Wiring heat map:
The die is cut into 29 by 20 equal tiles; black is low, pale yellow is high, scaled to the fullest tile. Values are wire area over tile area, all layers added.
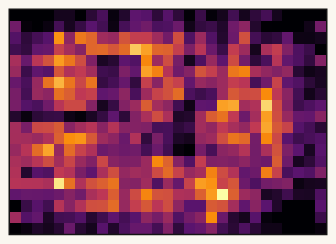
Layout detail:
Bar = 10 um. Region (60, 18) to (85, 43) um. Cells in gray, sequential cells in the stronger gray; small squares are vias.
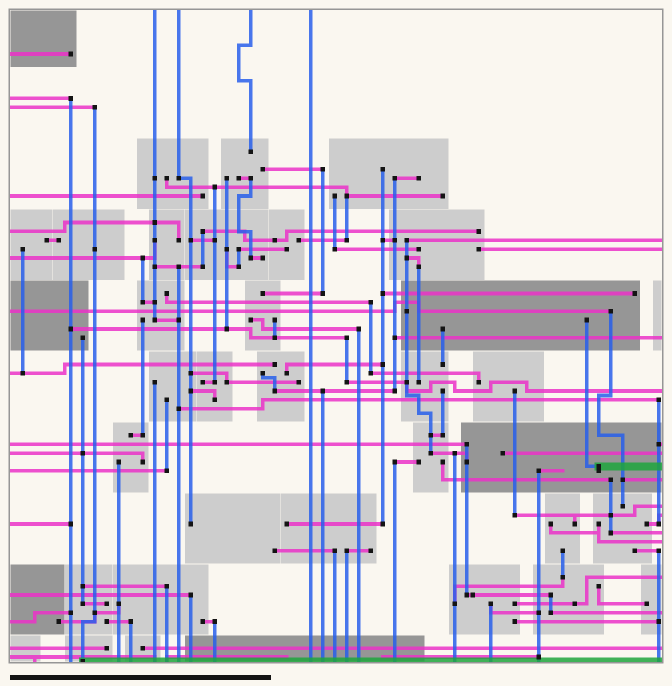
## config.mk

```make
export PLATFORM = sky130hd
export DESIGN_NAME = instr_transmitter
export DESIGN_NICKNAME = d
export VERILOG_FILES = /design/src/rtl/instr_transmitter.sv
export SDC_FILE = /design/constraint.sdc
export NUM_CORES = 1
export LEC_CHECK = 0
export CORE_ASPECT_RATIO = 0.7
export CORE_MARGIN = 2
export CORE_UTILIZATION = 39
export CTS_CLUSTER_DIAMETER = 60
export DETAILED_ROUTE_END_ITERATION = 12
export PLACE_DENSITY_LB_ADDON = 0.05
export SYNTH_ARGS = -nofsm -noshare
export SYNTH_HDL_FRONTEND = slang
export SYNTH_SLANG_ARGS = --single-unit
```

## constraint.sdc

```tcl
create_clock -name clk -period 2.84 [get_ports clk]
set_input_delay 0.284 -clock clk [delete_from_list [all_inputs] [get_ports clk]]
set_output_delay 0.284 -clock clk [all_outputs]
set_load 0.05 [all_outputs]
```

## src/rtl/instr_transmitter.sv

```systemverilog
// Instruction-image writer: splits 32-bit words into MSB-first bytes written to consecutive
// addresses, with an optional end-of-program terminator. Define INSTR_VERIFY_EN for readback verify.
module instr_transmitter (
  input  logic        clk,
  input  logic        rst_n,
  input  logic        start,
  input  logic [31:0] base_addr,
  input  logic        word_valid,
  input  logic [31:0] word_data,
  output logic        word_ready,
  input  logic        seal,
  output logic [31:0] mem_waddr,
  output logic [7:0]  mem_wdata,
  output logic        mem_wren,
  output logic [31:0] mem_raddr,
  input  logic [7:0]  mem_rdata,
  output logic        busy,
  output logic        done,
  output logic [31:0] word_count,
  output logic        verify_err
);

  typedef enum logic [3:0] {
    S_IDLE, S_ACCEPT, S_WR3, S_WR2, S_WR1, S_WR0,
    S_RD3, S_RD2, S_RD1, S_RD0, S_CMP, S_DONE
  } state_t;

  state_t      state_q, state_d;
  logic [31:0] ptr_q, ptr_d;
  logic [31:0] word_q, word_d;
  logic [31:0] count_q, count_d;
  logic        term_q, term_d;
  logic        err_q, err_d;

  // NOTE: state flops use non-blocking assignments so every register samples pre-edge values.
  always_ff @(posedge clk or negedge rst_n) begin
    if (!rst_n) begin
      state_q <= S_IDLE;
      ptr_q   <= '0;
      word_q  <= '0;
      count_q <= '0;
      term_q  <= 1'b0;
      err_q   <= 1'b0;
    end else begin
      state_q <= state_d;
      ptr_q   <= ptr_d;
      word_q  <= word_d;
      count_q <= count_d;
      term_q  <= term_d;
      err_q   <= err_d;
    end
  end

  // NOTE: every next-state variable is defaulted first so no path can infer a latch.
  always_comb begin
    state_d = state_q;
    ptr_d   = ptr_q;
    word_d  = word_q;
    count_d = count_q;
    term_d  = term_q;
    err_d   = err_q;
    case (state_q)
      S_ACCEPT: begin
        if (seal) begin
          word_d  = 32'h0000_0000;
          term_d  = 1'b1;
          state_d = S_WR3;
        end else if (word_valid) begin
          word_d  = word_data;
          count_d = count_q + 32'd1;
          state_d = S_WR3;
        end
      end
      S_WR3: begin ptr_d = ptr_q + 32'd1; state_d = S_WR2; end
      S_WR2: begin ptr_d = ptr_q + 32'd1; state_d = S_WR1; end
      S_WR1: begin ptr_d = ptr_q + 32'd1; state_d = S_WR0; end
      S_WR0: begin
        ptr_d = ptr_q + 32'd1;
`ifdef INSTR_VERIFY_EN
        state_d = S_RD3;
`else
        state_d = term_q ? S_DONE : S_ACCEPT;
`endif
      end
`ifdef INSTR_VERIFY_EN
      // Read data lags the address by one cycle, so each state checks the previous byte.
      S_RD3: state_d = S_RD2;
      S_RD2: begin
        if (mem_rdata != word_q[31:24]) err_d = 1'b1;
        state_d = S_RD1;
      end
      S_RD1: begin
        if (mem_rdata != word_q[23:16]) err_d = 1'b1;
        state_d = S_RD0;
      end
      S_RD0: begin
        if (mem_rdata != word_q[15:8]) err_d = 1'b1;
        state_d = S_CMP;
      end
      S_CMP: begin
        if (mem_rdata != word_q[7:0]) err_d = 1'b1;
        state_d = term_q ? S_DONE : S_ACCEPT;
      end
`endif
      default: ;
    endcase
    // start overrides everything, abandoning any word still being written.
    if (start) begin
      ptr_d   = base_addr;
      count_d = '0;
      term_d  = 1'b0;
      err_d   = 1'b0;
      state_d = S_ACCEPT;
    end
  end

  always_comb begin
    mem_wren  = 1'b0;
    mem_wdata = 8'h00;
    mem_raddr = '0;
    case (state_q)
      S_WR3: begin mem_wren = 1'b1; mem_wdata = word_q[31:24]; end
      S_WR2: begin mem_wren = 1'b1; mem_wdata = word_q[23:16]; end
      S_WR1: begin mem_wren = 1'b1; mem_wdata = word_q[15:8];  end
      S_WR0: begin mem_wren = 1'b1; mem_wdata = word_q[7:0];   end
`ifdef INSTR_VERIFY_EN
      S_RD3: mem_raddr = ptr_q - 32'd4;
      S_RD2: mem_raddr = ptr_q - 32'd3;
      S_RD1: mem_raddr = ptr_q - 32'd2;
      S_RD0: mem_raddr = ptr_q - 32'd1;
`endif
      default: ;
    endcase
  end

`ifndef INSTR_VERIFY_EN
  logic unused_rdata;
  assign unused_rdata = ^mem_rdata;
`endif

  assign mem_waddr  = ptr_q;
  assign word_ready = (state_q == S_ACCEPT) && !seal;
  assign busy       = (state_q != S_IDLE) && (state_q != S_DONE);
  assign done       = (state_q == S_DONE);
  assign word_count = count_q;
  assign verify_err = err_q;

endmodule
```

==> flow_summary_export.csv <==
group,metric,value,unit
pwr,ir_drop,0.000328,V
worst_setup_path,end_kind,"output pin",
die,die_x,145,um
layout,num-nonclk-buffers,158,
layout,layout_top_cell,"clkdlybuf4s50_1",
final_timing,setup_viol,0,
clock_network,cts_sinks,101,
worst_setup_path,critPathArrivalTime,2.24,ns
synth,synth_top_area_share,0.468,
layout,flop_area,2530,um^2
detailed_routing,met2_length,6420,um
synth,largest_area_cell,"dfrtp_1",
synth,synth_cell_types,50,
synth,synth.mux.area_fraction,0.00394,
pwr,p_clk,1250,uW
grt,grt_max_degree,94,
final_timing,max_slew_margin,0.415,
worst_setup_path,critPathMaxStageDelay,0.59,ns
pwr,swShare,0.337,
detailed_routing,wl_met3,865,um
final_timing,slew_violations,0,
hold_path,whs_endpoint,"mem_waddr[31]",
run,warnings,34,
placed_design,gp_congestion,0.815,
synth,ys_sh_simple,0.213,
placed_design,io_buffers,144,
die,die_h,102,um
layout,utilization,0.548,
grt,grt_pass1_wl,23200,um
worst_setup_path,rrSetupSlack,0.38,ns
synth,top_cell,"dfrtp_1",
worst_setup_path,cp_cell_sequence,"xnor2_1 > nor2_1 > dlygate4sd2_1",
grt,antenna_found_initial,0,
run,cap_viol_max_count,0,
hold_path,min_from,"start",
worst_setup_path,crit_type,"reg -> out",
clock_network,cts.repair.resized,1,
pwr,power_leader,"registers",
layout,clkCellAreaFrac,0.0412,
layout,lay_top_cells,"clkdlybuf4s50_1 (132), dfrtp_1 (101), nand2_1 (54)",
grt,busiest_layer,"met1",
worst_setup_path,reg2regPathDepth,5,
layout,seq_share,0.345,
synth,ff_type,"dfrtp_1",
clock_network,holdBufCountCts,1,
layout,logic_area,2600,um^2
synth,synth_seq_share,0.468,
die,rows,35,
synth,ys_sh_xor,0.0843,
clock_network,worst_skew_pair.late_latency,0.34,ns
synth,synthTopCellsByCount,"dfrtp_1 (101), nand2_1 (54), nor2_1 (42), o21ai_0 (36), buf_4 (33)",
synth,logic_family,"simple AND/OR/NAND/NOR gates",
synth,yosysWarningCount,0,
clock_network,cts_buffers,9,
final_timing,worst_slew_pin_slew,0.877,ns
layout,largest_class,"combinational gates",
grt,grt_pass1_vias,4455,
grt,grt.met2_usage,0.300,
worst_setup_path,r2r-start,"state_q[2]",
layout,fin_area,7320,um^2
layout,comb_share,0.356,
layout,fin_cells,896,
clock_network,clk_pin_slew_worst_paths,0.07,ns
placed_design,dp_hpwl,10300,um
synth,postSynthAreaPerCell,9.50,um^2
placed_design,place_ws,0.355,ns
pwr,p_total,4110,uW
die,ios,186,
final_timing,finalSetupTns,0,ns
layout,layout.nonclk_buf_frac,0.223,
layout,nets,785,
status,outcome,"completed",
worst_setup_path,crit_fanout,15,
## Picture notes: 'wiring heat map'
mean over tiles: 0.15
nearly empty tiles: 5.7%
tiles over half the peak: 23%
WL/cell: 16.2 um
gr usage total: 0.202
Total Routed Length: 14500 um
Vias: 4678

## Picture notes: 'layout detail'
legend:
  metal 2:
    color: blue
  metal 3:
    color: green
  metal 1:
    color: magenta
sequential cells in the window: 2
most frequent: nand2_1 (6), clkdlybuf4s50_1 (3)
netlist names of flops here include: mem_waddr (2)
cells with their middle in the window: 27

Power figures rest on the tool's default switching activity, not on a simulated workload.
